Figure 1. The metal 1 layer (run 1).
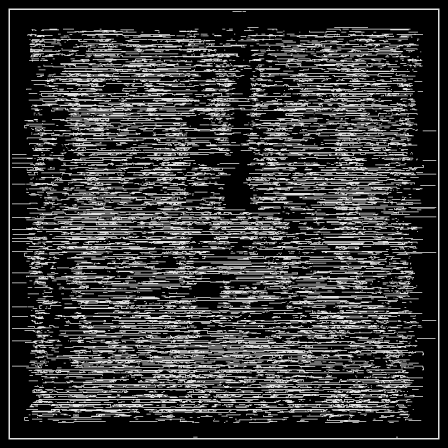
Figure 2. M2 wires (run 1).
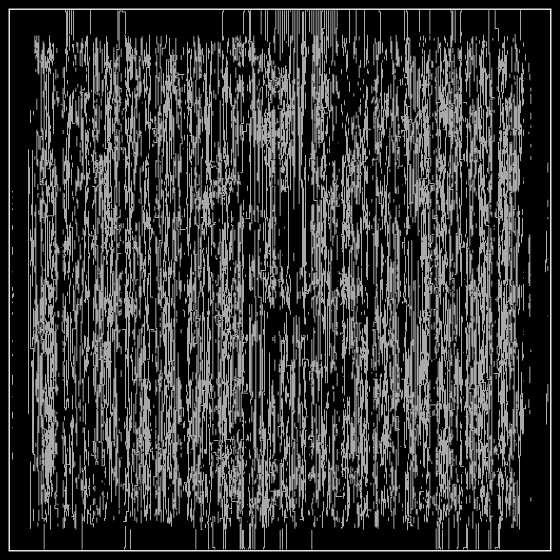
Figure 3. The metal 3 layer (run 1).
Scale bar: 50 um.
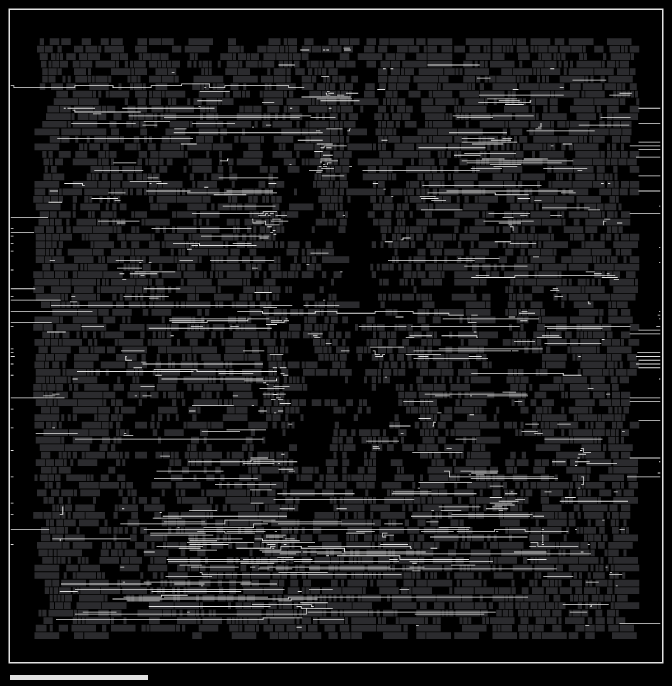
==> src/rtl/subpel_abc_filter_simple_pkg.sv <==
// Shared types, coefficient tables and shift-add helpers for the 8-tap A/B/C sub-pel filter.
// Outputs are sums scaled by 64; consumers take bits [37:6].
package subpel_pkg;

    localparam int unsigned DATA_W = 32;
    localparam int unsigned SUM_W  = 40;
    localparam int unsigned NTAPS  = 8;

    typedef logic [DATA_W-1:0]        sample_t;
    typedef logic signed [SUM_W-1:0]  sum_t;
    typedef sample_t [NTAPS-1:0]      window_t;

    typedef enum logic [1:0] {
        COEF_SET_A,
        COEF_SET_B,
        COEF_SET_C
    } coef_set_e;

    // Tap k applies to window slot 7-k; every set sums to 64.
    localparam int COEF_A [NTAPS] = '{0, 4, -8, 56, 16, -4, 0, 0};
    localparam int COEF_B [NTAPS] = '{0, 4, -8, 36, 36, -8, 4, 0};
    localparam int COEF_C [NTAPS] = '{0, 0, -4, 16, 56, -8, 4, 0};

    function automatic int coefOf(coef_set_e coefSet, logic [2:0] tap);
        int coef;
        coef = 0;
        case (coefSet)
            COEF_SET_A: coef = COEF_A[tap];
            COEF_SET_B: coef = COEF_B[tap];
            COEF_SET_C: coef = COEF_C[tap];
            default:    coef = 0;
        endcase
        return coef;
    endfunction

    // Only the coefficient values present in the tables are decomposed.
    function automatic sum_t shiftAddMul(sum_t x, int coef);
        sum_t product;
        product = '0;
        case (coef)
            0:       product = '0;
            4:       product = x <<< 2;
            -4:      product = -(x <<< 2);
            -8:      product = -(x <<< 3);
            16:      product = x <<< 4;
            36:      product = (x <<< 5) + (x <<< 2);
            56:      product = (x <<< 6) - (x <<< 3);
            default: product = '0;
        endcase
        return product;
    endfunction

    function automatic sum_t zeroExtend(sample_t sample);
        return sum_t'({{(SUM_W-DATA_W){1'b0}}, sample});
    endfunction

endpackage

==> src/rtl/subpel_abc_filter_simple_if.sv <==
// Sample-in / sum-out bundle of the sub-pel filter.
interface subpel_abc_filter_simple_if;
    import subpel_pkg::*;

    logic    shift_en;
    sample_t data_in;
    sum_t    a_value;
    sum_t    b_value;
    sum_t    c_value;

    modport master (
        output shift_en,
        output data_in,
        input  a_value,
        input  b_value,
        input  c_value
    );

    modport slave (
        input  shift_en,
        input  data_in,
        output a_value,
        output b_value,
        output c_value
    );

endinterface

==> src/rtl/subpel_abc_filter_simple_fir8.sv <==
// Combinational 8-tap FIR over a sample window using constant shift-add products.
module subpel_fir8_shiftadd
    import subpel_pkg::*;
#(
    parameter coef_set_e COEF_SET = COEF_SET_A
) (
    input  window_t window,
    output sum_t    sum
);

    sum_t term [NTAPS];

    for (genvar k = 0; k < NTAPS; k++) begin : g_tap
        localparam logic [2:0] TAP_IDX  = 3'(k);
        localparam logic [2:0] SLOT_IDX = 3'(NTAPS - 1 - k);
        assign term[k] = shiftAddMul(zeroExtend(window[SLOT_IDX]), coefOf(COEF_SET, TAP_IDX));
    end

    assign sum = ((term[0] + term[1]) + (term[2] + term[3]))
               + ((term[4] + term[5]) + (term[6] + term[7]));

endmodule

==> src/rtl/subpel_abc_filter_simple.sv <==
// 8-sample sliding window feeding quarter-, half- and three-quarter-pel filters.
module subpel_abc_filter_simple
    import subpel_pkg::*;
(
    input logic                         clock,
    input logic                         reset_n,
    subpel_abc_filter_simple_if.slave   bus
);

    window_t window;

    // Slot 0 takes the newest sample; the oldest falls off slot 7.
    always_ff @(posedge clock or negedge reset_n) begin
        if (!reset_n) begin
            window <= '0;
        end else if (bus.shift_en) begin
            window <= {window[NTAPS-2:0], bus.data_in};
        end
    end

    subpel_fir8_shiftadd #(.COEF_SET(COEF_SET_A)) uFirA (
        .window (window),
        .sum    (bus.a_value)
    );

    subpel_fir8_shiftadd #(.COEF_SET(COEF_SET_B)) uFirB (
        .window (window),
        .sum    (bus.b_value)
    );

    subpel_fir8_shiftadd #(.COEF_SET(COEF_SET_C)) uFirC (
        .window (window),
        .sum    (bus.c_value)
    );

endmodule

==> src/flat_wrapper.sv <==
// flat-port wrapper written by rule: the top's interface ports become plain ports
module subpel_abc_filter_simple_flat import subpel_pkg::*;
  (clock, reset_n, bus_shift_en, bus_data_in, bus_a_value, bus_b_value, bus_c_value);
  subpel_abc_filter_simple_if bus_i ();
  input logic clock;
  input logic reset_n;
  input wire logic [$bits(bus_i.shift_en)-1:0] bus_shift_en;
  input wire logic [$bits(bus_i.data_in)-1:0] bus_data_in;
  output wire logic [$bits(bus_i.a_value)-1:0] bus_a_value;
  output wire logic [$bits(bus_i.b_value)-1:0] bus_b_value;
  output wire logic [$bits(bus_i.c_value)-1:0] bus_c_value;
  assign bus_i.shift_en = bus_shift_en;
  assign bus_i.data_in = bus_data_in;
  assign bus_a_value = bus_i.a_value;
  assign bus_b_value = bus_i.b_value;
  assign bus_c_value = bus_i.c_value;
  subpel_abc_filter_simple u_core (.clock(clock), .reset_n(reset_n), .bus(bus_i));
endmodule
==> config.mk <==
export PLATFORM = sky130hd
export DESIGN_NAME = subpel_abc_filter_simple_flat
export DESIGN_NICKNAME = d
export VERILOG_FILES = /design/src/rtl/subpel_abc_filter_simple_pkg.sv /design/src/rtl/subpel_abc_filter_simple_if.sv /design/src/rtl/subpel_abc_filter_simple_fir8.sv /design/src/rtl/subpel_abc_filter_simple.sv /design/src/flat_wrapper.sv
export SDC_FILE = /design/constraint.sdc
export NUM_CORES = 1
export LEC_CHECK = 0
export CORE_MARGIN = 8
export CORE_UTILIZATION = 60
export CTS_BUF_LIST = sky130_fd_sc_hd__clkbuf_16
export DETAILED_ROUTE_END_ITERATION = 6
export PLACE_DENSITY_LB_ADDON = 0.25
export SLEW_MARGIN = 20
export SYNTH_ARGS = -nofsm -noshare
export SYNTH_HDL_FRONTEND = slang
export SYNTH_SLANG_ARGS = --single-unit
==> constraint.sdc <==
create_clock -name clock -period 11.4 [get_ports clock]
set_input_delay 2.28 -clock clock [delete_from_list [all_inputs] [get_ports clock]]
set_output_delay 2.28 -clock clock [all_outputs]
set_load 0.01 [all_outputs]
==> out/qor.csv, run 1 <==
metric,value,unit
run_status,completed,
hold_violations,0,
cts_inserted_buffers,31,
async_reset_ff_share,100,%
pin_count,155,
cts_max_level,1,
cts.clk_slew.worst_paths,0.06,ns
final_design_area_no_fill,32100,um2
largest_class,combinational gates,
combAreaFraction,64.6,%
mi_logic_area,20800,um2
post-route-min-period,11.14,ns
grt_pass1_wl,145000,um
clock-sinks,224,
placed_area,31000,um2
final.period_utilization,97.7,%
place_hpwl,76300,um
finish.net_count,4007,
cap_viol_max_count,0,
die_width,236,um
warnings,90,
ys_sh_simple,11.2,%
ant_nets,0,
detail_route.wl_per_cell,23.0,um
nonClkBufAreaFrac,5.11,%
gr-usage-all-layers,33.1,%
ys_sh_mux,2.60,%
vias_per_cell,6.01,
cp-endpoint,bus_a_value[39],
cp_data_required_time,9.12,ns
starting_density_of_the_core,60.7,%
timing.hold.worst_path_depth,2,
cts_tree,yes,
cts-resized-gates,0,
ys.warnings.count,0,
sh_seq_area,17.5,%
postSynth.topFlopCell,sky130_fd_sc_hd__dfrtp_1,
dieArea,55600,um2
edff_count_synth,0,
grt_most_used_layer,met2,
synth_cells,3280,
yosys-top-cells-area,"sky130_fd_sc_hd__fa_1, sky130_fd_sc_hd__dfrtp_1, sky130_fd_sc_hd__ha_1",
worst_path_largest_cell_delay,0.56,ns
top_register,u_core.window,
synth-adder-area-share,33.7,%
postSynthSeqShare,19.3,%
critPathLaunchType,register,
netlist_top_cells_count,"sky130_fd_sc_hd__inv_1, sky130_fd_sc_hd__fa_1, sky130_fd_sc_hd__ha_1",
groute.layer.met1.usage,43.3,%
layout.non_clock_inverters,622,
cts_hold_repair.buffers,0,
drt_first_pass_iters,6,
die.size.y,236,um
placed_cells,3965,
met3_wirelength,6910,um
worst_r2r_path_depth,2,
biggestRegsByFlops,u_core.window x224,
critical_path_class,register to primary output,
cts-root-buf,sky130_fd_sc_hd__clkbuf_16,
top_cell,sky130_fd_sc_hd__inv_1,
post_cts_buffers,0,
hold_ws,0.481,ns
first_global_vias,25400,
initialDrtViolationCount,2101,
setup.worst_path.start,u_core.window[140],
fin_tns_setup,0,ns
clock_insertion_delay_worst_skew,0.61,ns
worst_reg_to_reg_setup_slack,10.26,ns
layout.clock_buffers,31,
synth_area_leader_cell,sky130_fd_sc_hd__fa_1,
finalClockSkew,0.0184,ns
comb_cells,2340,
instances_no_fill,4023,
Notes on Figure 1 above:
The wires run mostly horizontal. The layer holds 41% of the routed length.
via total after detailed routing: 24200
total routed wirelength: 92600 um

Notes on Figure 2 above:
The layer carries 43.7 mm of wire. The wires run mostly vertical. 3477 nets have wire on it.
met2 routing resource usage after global routing: 54.6%

Notes on Figure 3 above:
The longest straight run is 117 um. The wires run mostly horizontal. The layer holds 7.5% of the routed length. The layer carries 6910 um of wire.

==> inputs of run 2 (changes only) <==
--- a/config.mk
+++ b/config.mk
@@ -6,9 +6,10 @@
 export NUM_CORES = 1
 export LEC_CHECK = 0
 export CORE_MARGIN = 8
-export CORE_UTILIZATION = 60
+export CORE_UTILIZATION = 50
 export CTS_BUF_LIST = sky130_fd_sc_hd__clkbuf_16
 export DETAILED_ROUTE_END_ITERATION = 6
+export GPL_TIMING_DRIVEN = 0
 export PLACE_DENSITY_LB_ADDON = 0.25
 export SLEW_MARGIN = 20
 export SYNTH_ARGS = -nofsm -noshare
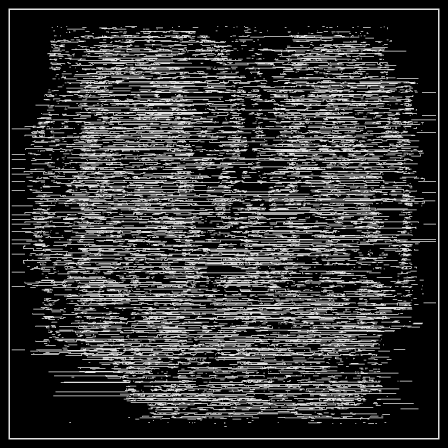
Figure 4: run 2, the metal 1 layer.
The layer carries 40.2 mm of wire. 3833 nets have wire on it. The longest straight run is 58.9 um.

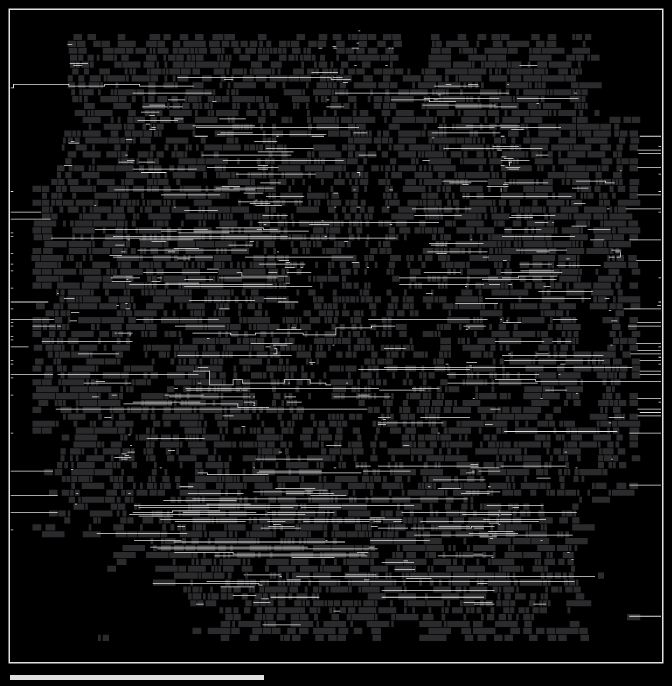
Figure 5: run 2, the metal 3 layer.
Scale bar: 100 um.
365 nets have wire on it. The layer holds 7.7% of the routed length. The wires run mostly horizontal.
global-route track usage on met3: 6.49%
total routed wirelength: 95700 um

==> run 2 against run 1 <==
  * Final cell count rose by 6.0%
  * Synthesized cell count did not move
  * Wire length rose by 3.3%
  * Sequential share of layout area fell by 0.29 points
==> out/qor.csv, run 2 <==
metric,value,unit,change
gr-usage-all-layers,28.8,%,-4.4 points
clock-sinks,224,,unchanged
cp_data_required_time,9.12,ns,about the same
layout.clock_buffers,31,,unchanged
placed_cells,4199,,+5.9%
detail_route.wl_per_cell,22.4,um,-2.5%
finish.net_count,4091,,+2.1%
netlist_top_cells_count,"sky130_fd_sc_hd__inv_1, sky130_fd_sc_hd__fa_1, sky130_fd_sc_hd__ha_1",,
hold_violations,0,,unchanged
cts-root-buf,sky130_fd_sc_hd__clkbuf_16,,
dieArea,65900,um2,+19%
placed_area,31500,um2,+1.7%
vias_per_cell,5.60,,-6.8%
top_register,u_core.window,,
grt_pass1_wl,146000,um,+0.34%
drt_first_pass_iters,6,,unchanged
synth_area_leader_cell,sky130_fd_sc_hd__fa_1,,
fin_tns_setup,0,ns,unchanged
ys_sh_simple,11.2,%,unchanged
cts_inserted_buffers,31,,unchanged
cts.clk_slew.worst_paths,0.06,ns,about the same
mi_logic_area,20800,um2,+0.39%
hold_ws,0.475,ns,-0.00596 ns
postSynth.topFlopCell,sky130_fd_sc_hd__dfrtp_1,,
ant_nets,0,,unchanged
combAreaFraction,63.8,%,-0.85 points
cts_hold_repair.buffers,0,,unchanged
biggestRegsByFlops,u_core.window x224,,
pin_count,155,,unchanged
cts_max_level,1,,unchanged
postSynthSeqShare,19.3,%,unchanged
worst_r2r_path_depth,3,,+1
run_status,completed,,
finalClockSkew,0.0126,ns,-0.00580 ns
worst_path_largest_cell_delay,0.63,ns,+0.07 ns
cap_viol_max_count,0,,unchanged
layout.non_clock_inverters,622,,unchanged
worst_reg_to_reg_setup_slack,10.07,ns,-0.19 ns
nonClkBufAreaFrac,6.03,%,+0.92 points
final.period_utilization,97.4,%,-0.34 points
cts_tree,yes,,
critPathLaunchType,register,,
async_reset_ff_share,100,%,unchanged
initialDrtViolationCount,1919,,-8.7%
groute.layer.met1.usage,37.4,%,-5.9 points
place_hpwl,79000,um,+3.6%
global_route.usage.met2,45.6,%,-9.0 points
edff_count_synth,0,,unchanged
cts-resized-gates,9,,+9
die_width,257,um,+8.9%
die.size.y,257,um,+8.9%
first_global_vias,24700,,-2.6%
top_cell,sky130_fd_sc_hd__inv_1,,
ys.warnings.count,0,,unchanged
cp-endpoint,bus_b_value[37],,
critical_path_class,register to primary output,,
